==> images/closeup.png <==
Region (38, 60) to (58, 80) um. Cells in grey, sequential cells in the stronger grey; small squares are vias.
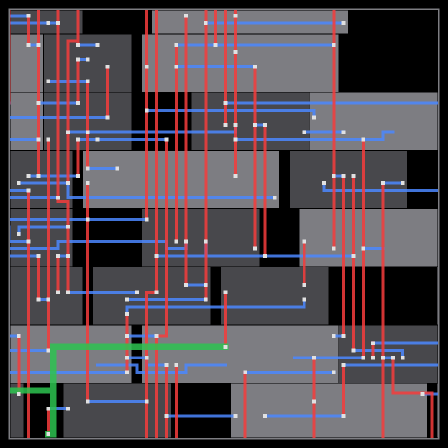
==> images/port_trees.png <==
(4 px per um)
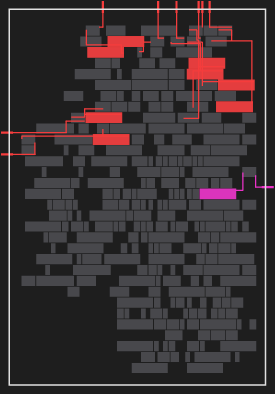
==> images/layers.png <==
(6 px per um) Only two layers are drawn.
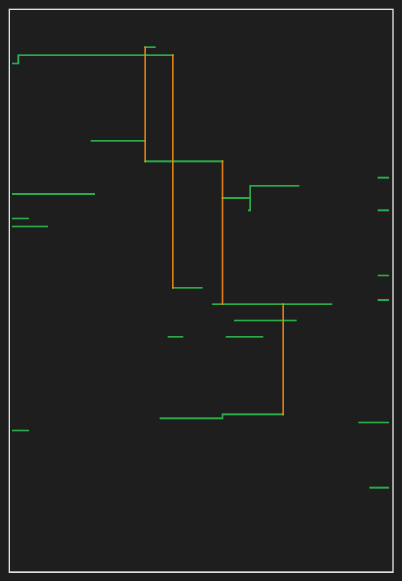
==> images/clock_nets.png <==
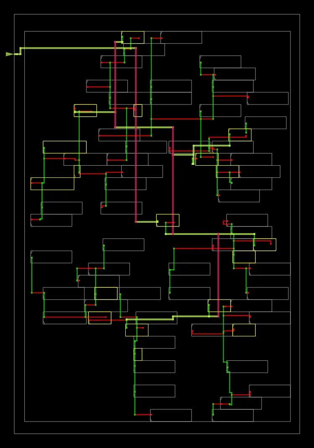
==> images/m2.png <==
(4 px per um)
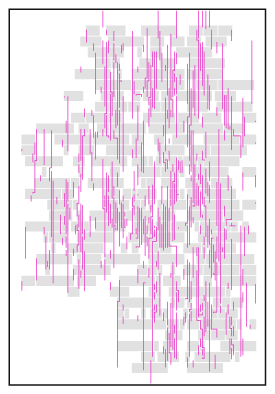
--- src/rtl/ps2_rx_ctrl.sv ---
// PS/2 keyboard receive controller: sync, clock glitch filter, 11-bit frame FSM,
// F0/E0 prefix decode into one scan code per key event.
module ps2_rx_ctrl #(
    parameter int FILTER_CYCLES  = 51,
    parameter int TIMEOUT_CYCLES = 50000,
    parameter int TIMER_W        = 16
) (
    input  logic       clk,
    input  logic       rst_n,
    input  logic       ps2_clk_raw,
    input  logic       ps2_data_raw,
    input  logic       rx_enable,
    output logic [7:0] code,
    output logic       code_valid,
    output logic       is_break,
    output logic       is_extended,
    output logic       parity_err,
    output logic       frame_err,
    output logic       busy
);

    localparam int FCW = $clog2(FILTER_CYCLES + 1);
    localparam logic [FCW-1:0] FMAX = FCW'(FILTER_CYCLES - 1);
    localparam logic [TIMER_W-1:0] TMAX = TIMER_W'(TIMEOUT_CYCLES);

    typedef enum logic [1:0] {
        IDLE,
        DATA,
        PARITY,
        STOP
    } state_t;

    logic           clk_s1_q, clk_s2_q;
    logic           dat_s1_q, dat_s2_q;
    logic           filt_q, filt_d;
    logic [FCW-1:0] fcnt_q, fcnt_d;
    logic           fall_q, fall_d;

    state_t         state_q;
    logic [2:0]     bit_cnt_q;
    logic [7:0]     shift_q;
    logic           par_q;
    logic [TIMER_W-1:0] wd_q;
    logic           brk_pend_q, ext_pend_q;
    logic           timeout;

    logic [7:0]     code_q;
    logic           valid_q, brk_q, ext_q, perr_q, ferr_q;

    always_ff @(posedge clk or negedge rst_n) begin
        if (!rst_n) begin
            clk_s1_q <= 1'b1;
            clk_s2_q <= 1'b1;
            dat_s1_q <= 1'b1;
            dat_s2_q <= 1'b1;
        end else begin
            clk_s1_q <= ps2_clk_raw;
            clk_s2_q <= clk_s1_q;
            dat_s1_q <= ps2_data_raw;
            dat_s2_q <= dat_s1_q;
        end
    end

    // Level only flips after FILTER_CYCLES consecutive disagreeing samples
    always_comb begin
        filt_d = filt_q;
        fcnt_d = '0;
        if (clk_s2_q != filt_q) begin
            if (fcnt_q == FMAX) begin
                filt_d = ~filt_q;
            end else begin
                fcnt_d = fcnt_q + 1'b1;
            end
        end
        fall_d = filt_q & ~filt_d;
    end

    always_ff @(posedge clk or negedge rst_n) begin
        if (!rst_n) begin
            filt_q <= 1'b1;
            fcnt_q <= '0;
            fall_q <= 1'b0;
        end else begin
            filt_q <= filt_d;
            fcnt_q <= fcnt_d;
            fall_q <= fall_d;
        end
    end

    assign timeout = (state_q != IDLE) && !fall_q && (wd_q == TMAX);

    always_ff @(posedge clk or negedge rst_n) begin
        if (!rst_n) begin
            state_q    <= IDLE;
            bit_cnt_q  <= '0;
            shift_q    <= '0;
            par_q      <= 1'b0;
            wd_q       <= '0;
            brk_pend_q <= 1'b0;
            ext_pend_q <= 1'b0;
            code_q     <= '0;
            valid_q    <= 1'b0;
            brk_q      <= 1'b0;
            ext_q      <= 1'b0;
            perr_q     <= 1'b0;
            ferr_q     <= 1'b0;
        end else begin
            valid_q <= 1'b0;
            perr_q  <= 1'b0;
            ferr_q  <= 1'b0;
            if (!rx_enable) begin
                state_q    <= IDLE;
                wd_q       <= '0;
                brk_pend_q <= 1'b0;
                ext_pend_q <= 1'b0;
            end else begin
                if (state_q == IDLE || fall_q) begin
                    wd_q <= '0;
                end else begin
                    wd_q <= wd_q + 1'b1;
                end
                if (timeout) begin
                    state_q    <= IDLE;
                    ferr_q     <= 1'b1;
                    brk_pend_q <= 1'b0;
                    ext_pend_q <= 1'b0;
                end else if (fall_q) begin
                    unique case (state_q)
                        IDLE: begin
                            if (!dat_s2_q) begin
                                state_q   <= DATA;
                                bit_cnt_q <= '0;
                            end
                        end
                        DATA: begin
                            shift_q   <= {dat_s2_q, shift_q[7:1]};
                            bit_cnt_q <= bit_cnt_q + 1'b1;
                            if (bit_cnt_q == 3'd7) begin
                                state_q <= PARITY;
                            end
                        end
                        PARITY: begin
                            par_q   <= dat_s2_q;
                            state_q <= STOP;
                        end
                        STOP: begin
                            state_q <= IDLE;
                            if (!dat_s2_q) begin
                                ferr_q     <= 1'b1;
                                brk_pend_q <= 1'b0;
                                ext_pend_q <= 1'b0;
                            end else if (!(^{shift_q, par_q})) begin
                                perr_q     <= 1'b1;
                                brk_pend_q <= 1'b0;
                                ext_pend_q <= 1'b0;
                            end else if (shift_q == 8'hF0) begin
                                brk_pend_q <= 1'b1;
                            end else if (shift_q == 8'hE0) begin
                                ext_pend_q <= 1'b1;
                            end else begin
                                code_q     <= shift_q;
                                brk_q      <= brk_pend_q;
                                ext_q      <= ext_pend_q;
                                valid_q    <= 1'b1;
                                brk_pend_q <= 1'b0;
                                ext_pend_q <= 1'b0;
                            end
                        end
                        default: state_q <= IDLE;
                    endcase
                end
            end
        end
    end

    assign code        = code_q;
    assign code_valid  = valid_q;
    assign is_break    = brk_q;
    assign is_extended = ext_q;
    assign parity_err  = perr_q;
    assign frame_err   = ferr_q;
    assign busy        = (state_q != IDLE);

endmodule

--- config.mk ---
export PLATFORM = sky130hd
export DESIGN_NAME = ps2_rx_ctrl
export DESIGN_NICKNAME = d
export VERILOG_FILES = /design/src/rtl/ps2_rx_ctrl.sv
export SDC_FILE = /design/constraint.sdc
export NUM_CORES = 1
export LEC_CHECK = 0
export ABC_CLOCK_PERIOD_IN_PS = 3500
export CAP_MARGIN = 20
export CORE_ASPECT_RATIO = 1.5
export CORE_MARGIN = 2
export CORE_UTILIZATION = 50
export DETAILED_ROUTE_END_ITERATION = 8
export PLACE_DENSITY = 0.78
export SKIP_LAST_GASP = 1
export SYNTH_ARGS = -nofsm -noshare
export SYNTH_HDL_FRONTEND = slang
export SYNTH_SLANG_ARGS = --single-unit
--- constraint.sdc ---
create_clock -name clk -period 3.5 [get_ports clk]
set_input_delay 0.35 -clock clk [delete_from_list [all_inputs] [get_ports clk]]
set_output_delay 0.35 -clock clk [all_outputs]
set_load 0.005 [all_outputs]
==> impl_table.tex <==
% Yosys + OpenROAD metrics
\begin{tabular}{lr}
\hline
Metric & Value \\
\hline
\multicolumn{2}{l}{\textbf{Logic synthesis}} \\
Sequential fraction of the synthesis area & 0.536 \\
Count of library flops with an enable pin & 0 \\
Cell total in the yosys stat output & 231 \\
Proportion of synthesized area in mux cells & 0.0898 \\
Share of async-settable or async-resettable flops after synthesis & 1.00 \\
Net count entering floorplan & 246 \\
Warnings from Yosys & 0 \\
Count leader, synth & sky130\_fd\_sc\_hd\_\_dfrtp\_1 \\
Avg Synthesized Cell Area & 11.6 um\^{}2 \\
Post-synthesis sequential element count & 57 \\
Yosys-reported design area after synthesis & 2670 um\^{}2 \\
Number of cells produced by synthesis & 231 \\
Adder share & 0.0468 \\
Area share of the largest cell type after synthesis & 0.487 \\
\multicolumn{2}{l}{\textbf{Global routing}} \\
Met2 Usage GRT & 0.289 \\
First-pass GRT wire length & 8140 um \\
Met3 global-route usage & 0.0566 \\
\multicolumn{2}{l}{\textbf{Clocking}} \\
Post-CTS Hold Buffers & 0 \\
Number of gates given a new drive strength after cts & 0 \\
Bufs on Longest Clock Path & 2 \\
Post-CTS Setup Inserts & 0 \\
TritonCTS clock tree & built \\
Worst skew pair latency & 330 ps \\
Clock buffer count from CTS & 9 \\
\multicolumn{2}{l}{\textbf{Die}} \\
Area of the core & 5160 um\^{}2 \\
Vertical die size & 93.6 um \\
Placement Rows & 32 \\
IO Pins & 19 \\
\multicolumn{2}{l}{\textbf{STA}} \\
Hold slack & 81.3 ps \\
Number of failing hold endpoints at the final stage & 0 \\
Time the final worst path needs with I/O delays and setup & 2430 ps \\
Max-slew violations & 0 \\
\multicolumn{2}{l}{\textbf{Pwr}} \\
Clock network power consumption & 0.571 mW \\
P per Cell Area & 409 nW/um\^{}2 \\
Peak supply drop & 0.240 mV \\
Combinational fraction of design power & 0.021 \\
Biggest consumer & sequential cells \\
Leakage power & 1.41 nW \\
Overall power of the completed layout & 1.27 mW \\
Power share of the clock group & 0.450 \\
Power Combinational & 0.0269 mW \\
\multicolumn{2}{l}{\textbf{Cells and area}} \\
Leading cell types in the layout, fill and taps excluded & 52 x sky130\_fd\_sc\_hd\_\_dfrtp\_1, 30 x sky130\_fd\_sc\_hd\_\_nor2\_1, 17 x sky130\_fd\_sc\_hd\_\_clkdlybuf4s50\_1 \\
Finished layout cell area & 3110 um\^{}2 \\
Comb gates & 159 \\
Inserted Diodes & 0 \\
Share of final layout cell area taken by non-clock buffers & 0.0588 \\
Multi-input combinational area share & 0.379 \\
Post-layout net count & 271 \\
Util after Layout & 0.602 \\
Largest register by flop count & wd\_q \\
Number of non-clock buffers in the layout & 19 \\
Leading cell type in the layout, fill and taps excluded & sky130\_fd\_sc\_hd\_\_dfrtp\_1 \\
\multicolumn{2}{l}{\textbf{Route}} \\
Amount of wire on met2 after detailed routing & 2330 um \\
DRC & 0 \\
Detail Route Antenna Nets & 0 \\
Avg WL per Cell & 14.0 um \\
Wire length reported by the detailed router & 4600 um \\
Routed metal-1 wirelength & 2010 um \\
DRT iter0 DRCs & 134 \\
\multicolumn{2}{l}{\textbf{Worst setup path}} \\
Worst path required time & 3720 ps \\
Reg-to-Reg End & code[1]\$\_DFFE\_PN0P\_ \\
Critical path class & register to register \\
Critical Path Start Type & register \\
Cell chain of the critical path & xnor2\_1, xnor3\_1, xnor2\_2, nor3b\_4, mux2\_1 \\
Kind of end point of the critical path & register \\
Worst reg2reg setup slack & 1070 ps \\
CP arrival & 2660 ps \\
Launch point of the worst path & shift\_q[2]\$\_DFFE\_PN0P\_ \\
\multicolumn{2}{l}{\textbf{Place}} \\
Post-place instance area & 2920 um\^{}2 \\
Total instance count after detailed placement & 313 \\
Placer congestion estimate & 0.866 \\
Post-DP HPWL & 3160 um \\
Port buffer count & 18 \\
\multicolumn{2}{l}{\textbf{Run}} \\
Reported max-cap violation count & 0 \\
Number of warnings in the stage logs & 31 \\
\multicolumn{2}{l}{\textbf{Status}} \\
Result of the run & finished, final reports clean \\
\multicolumn{2}{l}{\textbf{Min path}} \\
Worst Hold Class & primary input to asynchronous set/reset pin \\
\hline
\end{tabular}
Back to the opening pictures, closeup.png:
[M2] red
[M1] blue
[M3] green
most frequent: dfrtp_1 (7), mux2_4 (5)
netlist names of flops here include: code (3), shift_q (2)
sequential cells in the window: 7
cells with their middle in the window: 18

Back to the opening pictures, port_trees.png:
[parity_err] magenta | bits: 1 | direction: output | edge: east | end cells: 1 | wire: 10.8 um
[code] red | bits: 8 | direction: output | edge: 6 north, 2 west | end cells: 8 | wire: 265 um

Back to the opening pictures, layers.png:
[M4] orange | wire length: 100 um
[M3] green | wire length: 171 um

Back to the opening pictures, clock_nets.png:
number of sinks driven by the clock tree: 57
CLK BUF: 14
maximum clock skew at final layout: 8.75 ps
sequential cell count: 57

Back to the opening pictures, m2.png:
longest straight run: 33.0 um
main direction: vertical
wire length on this layer: 2,330 um

Power and IR drop assume default switching activity.
